**src/rtl/cpu_mem_access_unit_pkg.sv**
```systemverilog
// Shared types for the MEM-stage data-access slice.
// Memory op encoding, access FSM states and NZP codes.
package lc3b_types;

  typedef enum logic [1:0] {
    LOAD_W  = 2'd0,
    LOAD_B  = 2'd1,
    STORE_W = 2'd2,
    STORE_B = 2'd3
  } mem_op_t;

  typedef enum logic [1:0] {
    IDLE  = 2'd0,
    LOAD  = 2'd1,
    DRAIN = 2'd2
  } mau_state_t;

  localparam logic [2:0] CC_N = 3'b100;
  localparam logic [2:0] CC_Z = 3'b010;
  localparam logic [2:0] CC_P = 3'b001;

  function automatic logic op_is_store(input mem_op_t op);
    return op == STORE_W || op == STORE_B;
  endfunction

  function automatic logic op_is_byte(input mem_op_t op);
    return op == LOAD_B || op == STORE_B;
  endfunction

endpackage

```
**src/rtl/cpu_mem_access_unit_sb.sv**
```systemverilog
// In-order store buffer with youngest-match lookup.
// Entries hold word address, lane-placed data and byte enables.
module cpu_store_buffer #(
  parameter int DATA_W   = 16,
  parameter int ADDR_W   = 16,
  parameter int SB_DEPTH = 4,
  localparam int BE_W    = DATA_W / 8,
  localparam int WA_W    = ADDR_W - $clog2(BE_W),
  localparam int PTR_W   = $clog2(SB_DEPTH)
) (
  input  logic              clk,
  input  logic              rst_n,
  input  logic              push,
  input  logic [WA_W-1:0]   push_waddr,
  input  logic [DATA_W-1:0] push_data,
  input  logic [BE_W-1:0]   push_be,
  input  logic              pop,
  output logic [WA_W-1:0]   head_waddr,
  output logic [DATA_W-1:0] head_data,
  output logic [BE_W-1:0]   head_be,
  output logic              full,
  output logic              empty,
  input  logic [WA_W-1:0]   look_waddr,
  input  logic [BE_W-1:0]   look_be,
  output logic              hit,
  output logic              full_cover,
  output logic [DATA_W-1:0] hit_data
);

  logic [WA_W-1:0]   waddr_q [SB_DEPTH];
  logic [DATA_W-1:0] data_q  [SB_DEPTH];
  logic [BE_W-1:0]   be_q    [SB_DEPTH];
  logic [PTR_W-1:0]  rd_ptr;
  logic [PTR_W-1:0]  wr_ptr;
  logic [PTR_W:0]    count;
  logic [BE_W-1:0]   hit_be;

  assign full       = count == (PTR_W+1)'(SB_DEPTH);
  assign empty      = count == '0;
  assign head_waddr = waddr_q[rd_ptr];
  assign head_data  = data_q[rd_ptr];
  assign head_be    = be_q[rd_ptr];
  assign full_cover = hit && ((hit_be & look_be) == look_be);

  // pointer and occupancy bookkeeping
  always_ff @(posedge clk) begin
    if (!rst_n) begin
      rd_ptr <= '0;
      wr_ptr <= '0;
      count  <= '0;
    end else begin
      if (push) wr_ptr <= wr_ptr + PTR_W'(1);
      if (pop)  rd_ptr <= rd_ptr + PTR_W'(1);
      if (push && !pop)
        count <= count + (PTR_W+1)'(1);
      else if (pop && !push)
        count <= count - (PTR_W+1)'(1);
    end
  end

  // entry storage; a push into the slot being popped is safe
  always_ff @(posedge clk) begin
    if (push) begin
      waddr_q[wr_ptr] <= push_waddr;
      data_q[wr_ptr]  <= push_data;
      be_q[wr_ptr]    <= push_be;
    end
  end

  // scan oldest to youngest so the last match wins
  always_comb begin
    hit      = 1'b0;
    hit_be   = '0;
    hit_data = '0;
    for (int i = 0; i < SB_DEPTH; i++) begin
      if ((PTR_W+1)'(i) < count &&
          waddr_q[rd_ptr + PTR_W'(i)] == look_waddr) begin
        hit      = 1'b1;
        hit_be   = be_q[rd_ptr + PTR_W'(i)];
        hit_data = data_q[rd_ptr + PTR_W'(i)];
      end
    end
  end

endmodule

```
**src/rtl/cpu_mem_access_unit.sv**
```systemverilog
// MEM-stage access engine: store buffer, load forwarding,
// DCache read/drain FSM, byte formatting and NZP generation.
module cpu_mem_access_unit
  import lc3b_types::*;
#(
  parameter int DATA_W    = 16,
  parameter int ADDR_W    = 16,
  parameter int SB_DEPTH  = 4,
  parameter bit SEXT_BYTE = 1'b0,
  localparam int BE_W      = DATA_W / 8,
  localparam int LANE_BITS = $clog2(BE_W),
  localparam int WA_W      = ADDR_W - LANE_BITS
) (
  input  logic              clk,
  input  logic              rst_n,
  input  logic              req_valid,
  output logic              req_ready,
  input  mem_op_t           req_op,
  input  logic [ADDR_W-1:0] req_addr,
  input  logic [DATA_W-1:0] req_wdata,
  output logic              resp_valid,
  output logic [DATA_W-1:0] resp_rdata,
  output logic [2:0]        resp_cc,
  input  logic              drain_all,
  output logic              sb_empty,
  output logic [ADDR_W-1:0] d_address,
  output logic [DATA_W-1:0] d_wdata,
  output logic              d_read,
  output logic              d_write,
  output logic [BE_W-1:0]   d_byte_enable,
  input  logic [DATA_W-1:0] d_rdata,
  input  logic              d_mem_resp
);

  mau_state_t state, next;

  logic [LANE_BITS-1:0] lane, ld_lane;
  logic                 ld_byte;
  logic [WA_W-1:0]      waddr, head_waddr;
  logic [BE_W-1:0]      op_be, head_be;
  logic [DATA_W-1:0]    push_data, head_data, hit_data;
  logic [DATA_W-1:0]    ld_fmt, fwd_fmt;
  logic is_store, is_byte, full, buf_empty, hit, full_cover;
  logic pop, push, load_ok, fwd_go, miss_go;

  function automatic logic [DATA_W-1:0] fmt(
    input logic [DATA_W-1:0]    w,
    input logic [LANE_BITS-1:0] l,
    input logic                 b
  );
    logic [7:0] byt;
    byt = w[{l, 3'b000} +: 8];
    if (!b) return w;
    if (SEXT_BYTE) return {{(DATA_W-8){byt[7]}}, byt};
    return {{(DATA_W-8){1'b0}}, byt};
  endfunction

  function automatic logic [2:0] nzp(input logic [DATA_W-1:0] v);
    if (v[DATA_W-1]) return CC_N;
    if (v == '0) return CC_Z;
    return CC_P;
  endfunction

  assign is_store  = op_is_store(req_op);
  assign is_byte   = op_is_byte(req_op);
  assign lane      = req_addr[LANE_BITS-1:0];
  assign waddr     = req_addr[ADDR_W-1:LANE_BITS];
  assign op_be     = is_byte ? BE_W'(1) << lane : '1;
  assign push_data = req_op == STORE_B ?
                     {BE_W{req_wdata[7:0]}} : req_wdata;

  assign pop     = state == DRAIN && d_mem_resp;
  assign load_ok = hit ? (full_cover && state != LOAD)
                       : state == IDLE;
  assign req_ready = req_valid && !drain_all &&
                     (is_store ? (!full || pop) : load_ok);
  assign push    = req_ready && is_store;
  assign fwd_go  = req_ready && !is_store && hit;
  assign miss_go = req_ready && !is_store && !hit;

  assign sb_empty = buf_empty && state == IDLE;
  assign ld_fmt   = fmt(d_rdata, ld_lane, ld_byte);
  assign fwd_fmt  = fmt(hit_data, lane, is_byte);

  cpu_store_buffer #(
    .DATA_W   (DATA_W),
    .ADDR_W   (ADDR_W),
    .SB_DEPTH (SB_DEPTH)
  ) u_sb (
    .clk        (clk),
    .rst_n      (rst_n),
    .push       (push),
    .push_waddr (waddr),
    .push_data  (push_data),
    .push_be    (op_be),
    .pop        (pop),
    .head_waddr (head_waddr),
    .head_data  (head_data),
    .head_be    (head_be),
    .full       (full),
    .empty      (buf_empty),
    .look_waddr (waddr),
    .look_be    (op_be),
    .hit        (hit),
    .full_cover (full_cover),
    .hit_data   (hit_data)
  );

  // next state: a missing load wins over draining in IDLE
  always_comb begin
    next = state;
    unique case (state)
      IDLE: begin
        if (miss_go)         next = LOAD;
        else if (!buf_empty) next = DRAIN;
      end
      LOAD:    if (d_mem_resp) next = IDLE;
      DRAIN:   if (d_mem_resp) next = IDLE;
      default: next = IDLE;
    endcase
  end

  // state plus registered DCache strobes and load results
  always_ff @(posedge clk) begin
    if (!rst_n) begin
      state         <= IDLE;
      d_read        <= 1'b0;
      d_write       <= 1'b0;
      d_address     <= '0;
      d_wdata       <= '0;
      d_byte_enable <= '0;
      ld_lane       <= '0;
      ld_byte       <= 1'b0;
      resp_valid    <= 1'b0;
      resp_rdata    <= '0;
      resp_cc       <= 3'b000;
    end else begin
      state      <= next;
      resp_valid <= 1'b0;
      if (state == IDLE && next == LOAD) begin
        d_read        <= 1'b1;
        d_address     <= {waddr, {LANE_BITS{1'b0}}};
        d_byte_enable <= op_be;
        ld_lane       <= lane;
        ld_byte       <= is_byte;
      end
      if (state == IDLE && next == DRAIN) begin
        d_write       <= 1'b1;
        d_address     <= {head_waddr, {LANE_BITS{1'b0}}};
        d_wdata       <= head_data;
        d_byte_enable <= head_be;
      end
      if (state != IDLE && d_mem_resp) begin
        d_read  <= 1'b0;
        d_write <= 1'b0;
      end
      if (state == LOAD && d_mem_resp) begin
        resp_valid <= 1'b1;
        resp_rdata <= ld_fmt;
        resp_cc    <= nzp(ld_fmt);
      end
      if (fwd_go) begin
        resp_valid <= 1'b1;
        resp_rdata <= fwd_fmt;
        resp_cc    <= nzp(fwd_fmt);
      end
    end
  end

endmodule

```
**config.mk**
```make
export PLATFORM = sky130hd
export DESIGN_NAME = cpu_mem_access_unit
export DESIGN_NICKNAME = d
export VERILOG_FILES = /design/src/rtl/cpu_mem_access_unit_pkg.sv /design/src/rtl/cpu_mem_access_unit_sb.sv /design/src/rtl/cpu_mem_access_unit.sv
export SDC_FILE = /design/constraint.sdc
export NUM_CORES = 1
export LEC_CHECK = 0
export ABC_AREA = 1
export CORE_UTILIZATION = 30
export DETAILED_ROUTE_END_ITERATION = 8
export PLACE_DENSITY_LB_ADDON = 0.25
export SETUP_SLACK_MARGIN = 0.4
export SLEW_MARGIN = 20
export SYNTH_ARGS = -nofsm -noshare
export SYNTH_HDL_FRONTEND = slang
export SYNTH_SLANG_ARGS = --single-unit
export TNS_END_PERCENT = 1
```
**constraint.sdc**
```tcl
create_clock -name clk -period 5.94 [get_ports clk]
set_clock_uncertainty 0.15 [all_clocks]
set_input_delay 0.594 -clock clk [delete_from_list [all_inputs] [get_ports clk]]
set_output_delay 0.594 -clock clk [all_outputs]
set_load 0.05 [all_outputs]
```
==> run_1/final_clocks.png <==
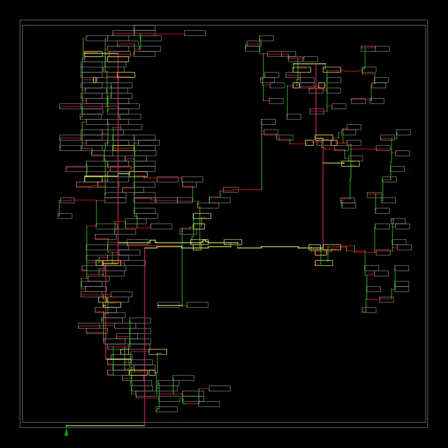
total CTS buffers: 17
CTS Sinks: 199
registers: 199

==> run_1/met2.png <==
Drawn at 2 px/um. Cells faint in the background.
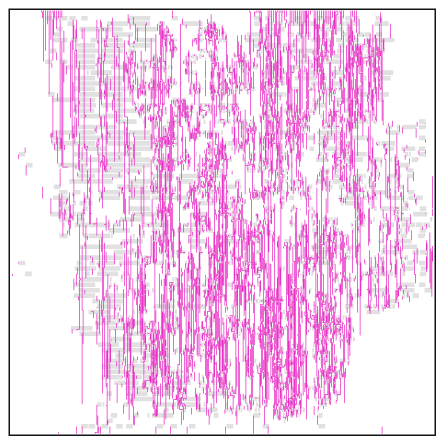
The wires run mostly vertical. The layer holds 40% of the routed length.

==> run_1/metal_stack.png <==
Drawn at 3 px/um. Two of the layers only.
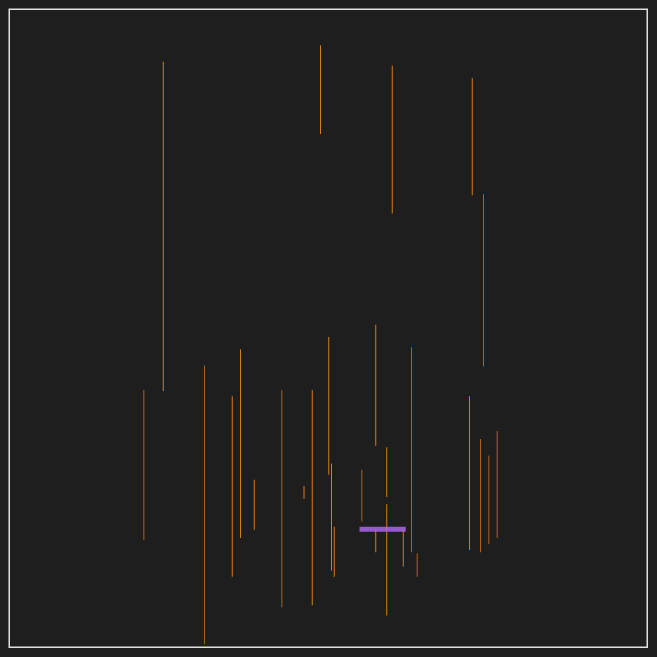
Key: met4 = orange [wire length 1170 um]; met5 = purple [wire length 13.8 um]

==> CHANGELOG.md, run 1 <==
### Implementation results

- Iter 0 DRT Violations: 1867
- Ys flop type: edfxtp_1
- Syn avg cell area: 6.80 um^2
- Pins Over Slew Limit: 0
- Mapped Cells: 1950
- Crit end category: register
- Avg Vias per Cell: 5.31
- DP Wirelength: 43300 um
- Initial antenna violation count: 1
- Worst-case clock buffer depth: 2
- Rows: 76
- Worst Hold Class: register to register
- Ports: 113
- Fill cell count: 4580
- Die Y: 212 um
- P&R area growth vs syn: 18.4%
- Fin. Hold Viols: 0
- DR pass1 iterations: 6
- Chip area: 45000 um^2
- Clk_lat worst skew: 0.47 ns
- Reg2Reg Depth: 25
- Critical path arrival: 5.35 ns
- Unrepaired setup endpoints after global routing: no
- Fin crit period: 5.11 ns
- Net Count, Synth: 2018
- Share of layout cells above drive strength 1: 0.0598
- NonClk Buf Share: 0.0950
- Combinational gates: 1518
- Outcome: complete, no violations
- Post-synth EDFFs: 132
- WP data required: 6.18 ns
- Placer congestion estimate: 1.01
- Top post-synthesis cells by area: edfxtp_1 30%, nand2_1 19%, dfxtp_1 10%, nand3_1 6.5%, o21ai_0 5.7%
- Clock buffer count: 17
- Ao+oa area frac: 0.139
run 1: sequential cells by signal (all words and copies together), names as in the netlist, 3 cells and up, named ones only:
name / cells
d_address: 15
d_wdata: 16
resp_rdata: 16
u_sb.be_q: 8
u_sb.count: 3
u_sb.data_q: 64
u_sb.waddr_q: 60
run 1: Yosys cell counts (21+ instances only):
cell and n:
nor3_1 27, o21ai_0 151, dfxtp_1 67, buf_2 29, edfxtp_1 132, clkbuf_1 49, a21oi_1 96, nor2_1 200
nand4_1 35, o211ai_1 21, inv_1 124, nand3_1 172, nand2_1 686
run 1: repair_timing:
action                     in CTS  in global routing
buffers inserted                0                  0
resized                         0                  3
setup endpoints to repair       0                143
run 1: critical path, cell delays in order, from the launching register on:
cell and delay (ns):
dfxtp_4 0.36, inv_4 0.38, nand2_2 0.30, nand2_2 0.55, nand2_1 0.15, nand3_1 0.12
nand2_1 0.07, nor2_1 0.17, nand2_1 0.09, nor2_1 0.37, nand2_1 0.14, buf_4 0.25
nand3_1 0.11, nand2_1 0.06, nand2_1 0.05, nand2_1 0.05, nand3_1 0.06, nand2_1 0.08
nand4_2 0.10, nand2_2 0.09, nand2_2 0.28, nand3_2 0.41, buf_12 0.31, nor2_1 0.10
nor2_1 0.06, a21oi_1 0.12
run 1: power by group:
| group | internal, uW | switching (uW) | total (uW) |
|---|---|---|---|
| Clock | 648 | 601 | 1250 |
| Combinational | 661 | 1660 | 2320 |
| Sequential | 1590 | 86.3 | 1680 |
run 1: worst min-delay path by stage:
stage              end     from  depth (start not counted)  slack, ns
2_1_floorplan  ld_lane  ld_lane                          2       0.33
3_3_place_gp   d_write  d_write                          2       0.29
3_5_place_dp   d_write  d_write                          2       0.29
4_1_cts        d_write  d_write                          2       0.30
5_1_grt        d_write  d_write                          2       0.34
6_report       d_write  d_write                          2       0.30
run 1: cell usage in the layout (no fill, tap or decap), types with 5 or more instances in the layout:
| cell type | instances |
|---|---|
| nand3_1 | 172 |
| mux2_2 | 8 |
| a22oi_1 | 9 |
| edfxtp_1 | 132 |
| nor2_4 | 6 |
| o21ai_0 | 151 |
| nor3_1 | 27 |
| ha_1 | 13 |
| o22ai_1 | 20 |
| nor4_1 | 10 |
| o221ai_1 | 7 |
| mux2i_1 | 5 |
| and2_1 | 5 |
| o211ai_1 | 21 |
| nand4_1 | 35 |
| clkbuf_16 | 17 |
| nand2_2 | 7 |
| o21ai_1 | 10 |
| nand2_1 | 686 |
| clkdlybuf4s50_1 | 109 |
| inv_2 | 8 |
| buf_4 | 42 |
| inv_1 | 124 |
| nor2_1 | 195 |
| dfxtp_1 | 64 |
| a21oi_1 | 96 |
run 1: routing by layer:
metal,part of all wire,routed length (um),track usage,vias up
met3,0.092,5130,0.0513,64
li1,-,-,-,6675
met2,0.40,22600,0.346,672
met4,0.021,1170,0.0717,2
met5,0.00023,13,0,-
met1,0.48,27000,0.378,6531
run 1: through the flow:
step | area [um^2] | worst slack (ns)
finish | 15700 | 0.833
global route | 15700 | 0.439
CTS | 15700 | 0.608
detailed placement | 15100 | 0.639
global placement | 15100 | 0.620
floorplan | 13300 | 1.59
==> run 2, diff against run 1 <==
--- a/config.mk
+++ b/config.mk
@@ -7,8 +7,10 @@
 export LEC_CHECK = 0
 export ABC_AREA = 1
 export CORE_UTILIZATION = 30
+export CTS_CLUSTER_DIAMETER = 100
 export DETAILED_ROUTE_END_ITERATION = 8
 export PLACE_DENSITY_LB_ADDON = 0.25
+export REMOVE_ABC_BUFFERS = 1
 export SETUP_SLACK_MARGIN = 0.4
 export SLEW_MARGIN = 20
 export SYNTH_ARGS = -nofsm -noshare
==> run_2/port_nets.png <==
Drawn at 2 px/um.
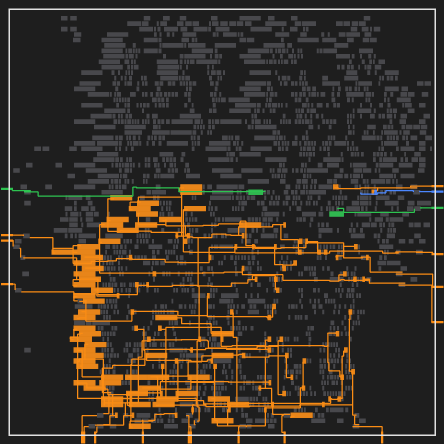
Key: d_byte_enable = green [direction output, end cells 2, buffers 2, wire 190 um]; sb_empty = blue [direction output, end cells 1, buffers 1, wire 36.3 um]; req_addr = orange [direction input, end cells 137, buffers 29, wire 3330 um]
Ports: 113
Buffers on Ports: 111

==> CHANGELOG.md, run 2 <==
### Implementation results

- First-pass GRT wire length: 79800 um
- Fin crit period: 5.22 ns
- Worst Hold Class: register to register
- Placed cell count: 2598
- Total CTS buffers: 17
- Max cap viols: 0
- Most numerous logic cells after layout: 686 x nand2_1, 196 x nor2_1, 172 x nand3_1
- Iter 0 DRT Violations: 1573
- Grt total ovfl: 0
- Tool warnings: 35
- Fin. Hold Viols: 0
- Worst-case clock buffer depth: 2
- Top cell excl fill/tap: nand2_1
- Root Buffer: clkbuf_16
- P&R area growth vs syn: 18.6%
- Crit end category: register
- Ao+oa area frac: 0.139
- CTS resizes: 0
- Critical path peak fanout: 32
- Post-synth EDFFs: 132
- Rows: 76
- Final setup viols: 0
- Ys flop type: edfxtp_1
- Top-area cell type share of the netlist area: 0.299
- DR pass1 iterations: 8
- Dpl ws: 0.807 ns
- Biggest regs: u_sb.data_q: 64 flops, u_sb.waddr_q: 60 flops
- Reg2Reg Depth: 24
- Initial antenna violation count: 2
- Seq/Total Area, Yosys: 0.400
- Largest register FFs: 64
- Syn avg cell area: 6.80 um^2
- WP data required: 5.92 ns
- Final Core Density: 0.363
- DP Wirelength: 39400 um
- Mapped Cells: 1950
- CTS Sinks: 199
- Most common cell in the netlist: nand2_1
- Top non-seq family: simple AND/OR/NAND/NOR gates
- Avg Vias per Cell: 5.33
- Chip Area, Yosys: 13300 um^2
- Fa+ha+maj area frac: 0.0123
- Final worst slack: 0.725 ns
- Pins Over Slew Limit: 0
- Area fraction in mux cells: 0.0106
- Top cells by count, synth: 686 x nand2_1, 200 x nor2_1, 172 x nand3_1
- Top reg by flops: u_sb.data_q
- Hold path start: d_wdata[9]
- WHS Endpoint: d_wdata[9]
- Share of layout cells above drive strength 1: 0.0611
- CTS tree: yes
- Placer congestion estimate: 0.945
- Htree depth: 4
- Mapped Area: 13300 um^2
- Outcome: complete, no violations
- Post-CTS Setup Bufs: 0
- Core footprint: 43400 um^2
- Leak pwr: 0.00666 uW
- Top post-synthesis cells by area: edfxtp_1 30%, nand2_1 19%, dfxtp_1 10%, nand3_1 6.5%, o21ai_0 5.7%
- Chip area: 45000 um^2
- Unrepaired setup endpoints after global routing: yes
- Yosys warns: 0
- WHS Path Cells: 2
- Critical path arrival: 5.20 ns
- Cts hold-fix bufs: 0
- Die Y: 212 um
- Clk_lat worst skew: 0.47 ns
-- run 2: final cells by class --
| type | count | area [um^2] |
|---|---|---|
| inverter | 135 | 509 |
| fill | 4579 | 27600 |
| multi-input combinational | 1518 | 7020 |
| clock inverter | 15 | 188 |
| timing repair buffer | 161 | 1530 |
| sequential | 199 | 5310 |
| clock buffer | 17 | 425 |
| tap | 585 | 732 |
-- run 2: logic make-up after synthesis --
group / after synthesis
flops: 199
other cells: 1
xor+xnor: 1
buf+inv: 233
compound gates: 331
fa+ha+maj: 13
simple gates: 1159
mux: 13
-- run 2: layer usage --
layer,vias to the layer above,track usage,part of all wire
li1,6689,-,-
met1,6544,0.365,0.47
met2,722,0.347,0.41
met3,73,0.0362,0.092
met4,2,0.0665,0.019
met5,-,0,0.00020
-- run 2: worst max-delay path: stages, from the launching register on --
cell	delay [ns]
dfxtp_4	0.53
inv_4	0.17
nand2_2	0.33
nand2_2	0.46
nand2_1	0.22
nand2_1	0.07
nand2_1	0.15
nand2_1	0.08
nor2_1	0.09
nand2_1	0.06
nor2_1	0.31
buf_4	0.29
nand3_1	0.10
nand2_1	0.07
inv_1	0.03
nand2_1	0.04
nand2_1	0.04
nand2_1	0.05
nand3_1	0.06
nand2_1	0.10
nand2_1	0.08
nor2_1	0.46
inv_1	0.36
nor2_4	0.17
buf_4	0.36
-- run 2: worst max path at each step --
stage          slack [ns]                  to           start
6_report             0.72   u_sb.data_q[0][4]  u_sb.rd_ptr[0]
5_1_grt              0.35  u_sb.data_q[0][12]  u_sb.rd_ptr[0]
4_1_cts              0.78        d_address[6]  u_sb.rd_ptr[0]
3_5_place_dp         0.81   u_sb.data_q[0][3]  u_sb.rd_ptr[0]
3_3_place_gp         0.88  u_sb.data_q[0][11]  u_sb.rd_ptr[0]
2_1_floorplan       -1.84     u_sb.be_q[0][0]  u_sb.rd_ptr[0]
-- run 2: power by group --
group          total [uW]  internal (uW)  leakage, uW  switching (uW)
clock                1230            606     0.000295             627
combinational        2360            669      0.00463            1700
sequential           1690           1590      0.00174             102
-- run 2: metrics by stage --
step	hold WS (ns)	area, um^2	TNS, ns
floorplan	0.326	12800	-299.18
global placement	0.302	15100	0
detailed placement	0.306	15100	0
CTS	0.318	15700	0
global route	0.336	15700	0
finish	0.313	15700	0
Power and IR drop assume default switching activity.
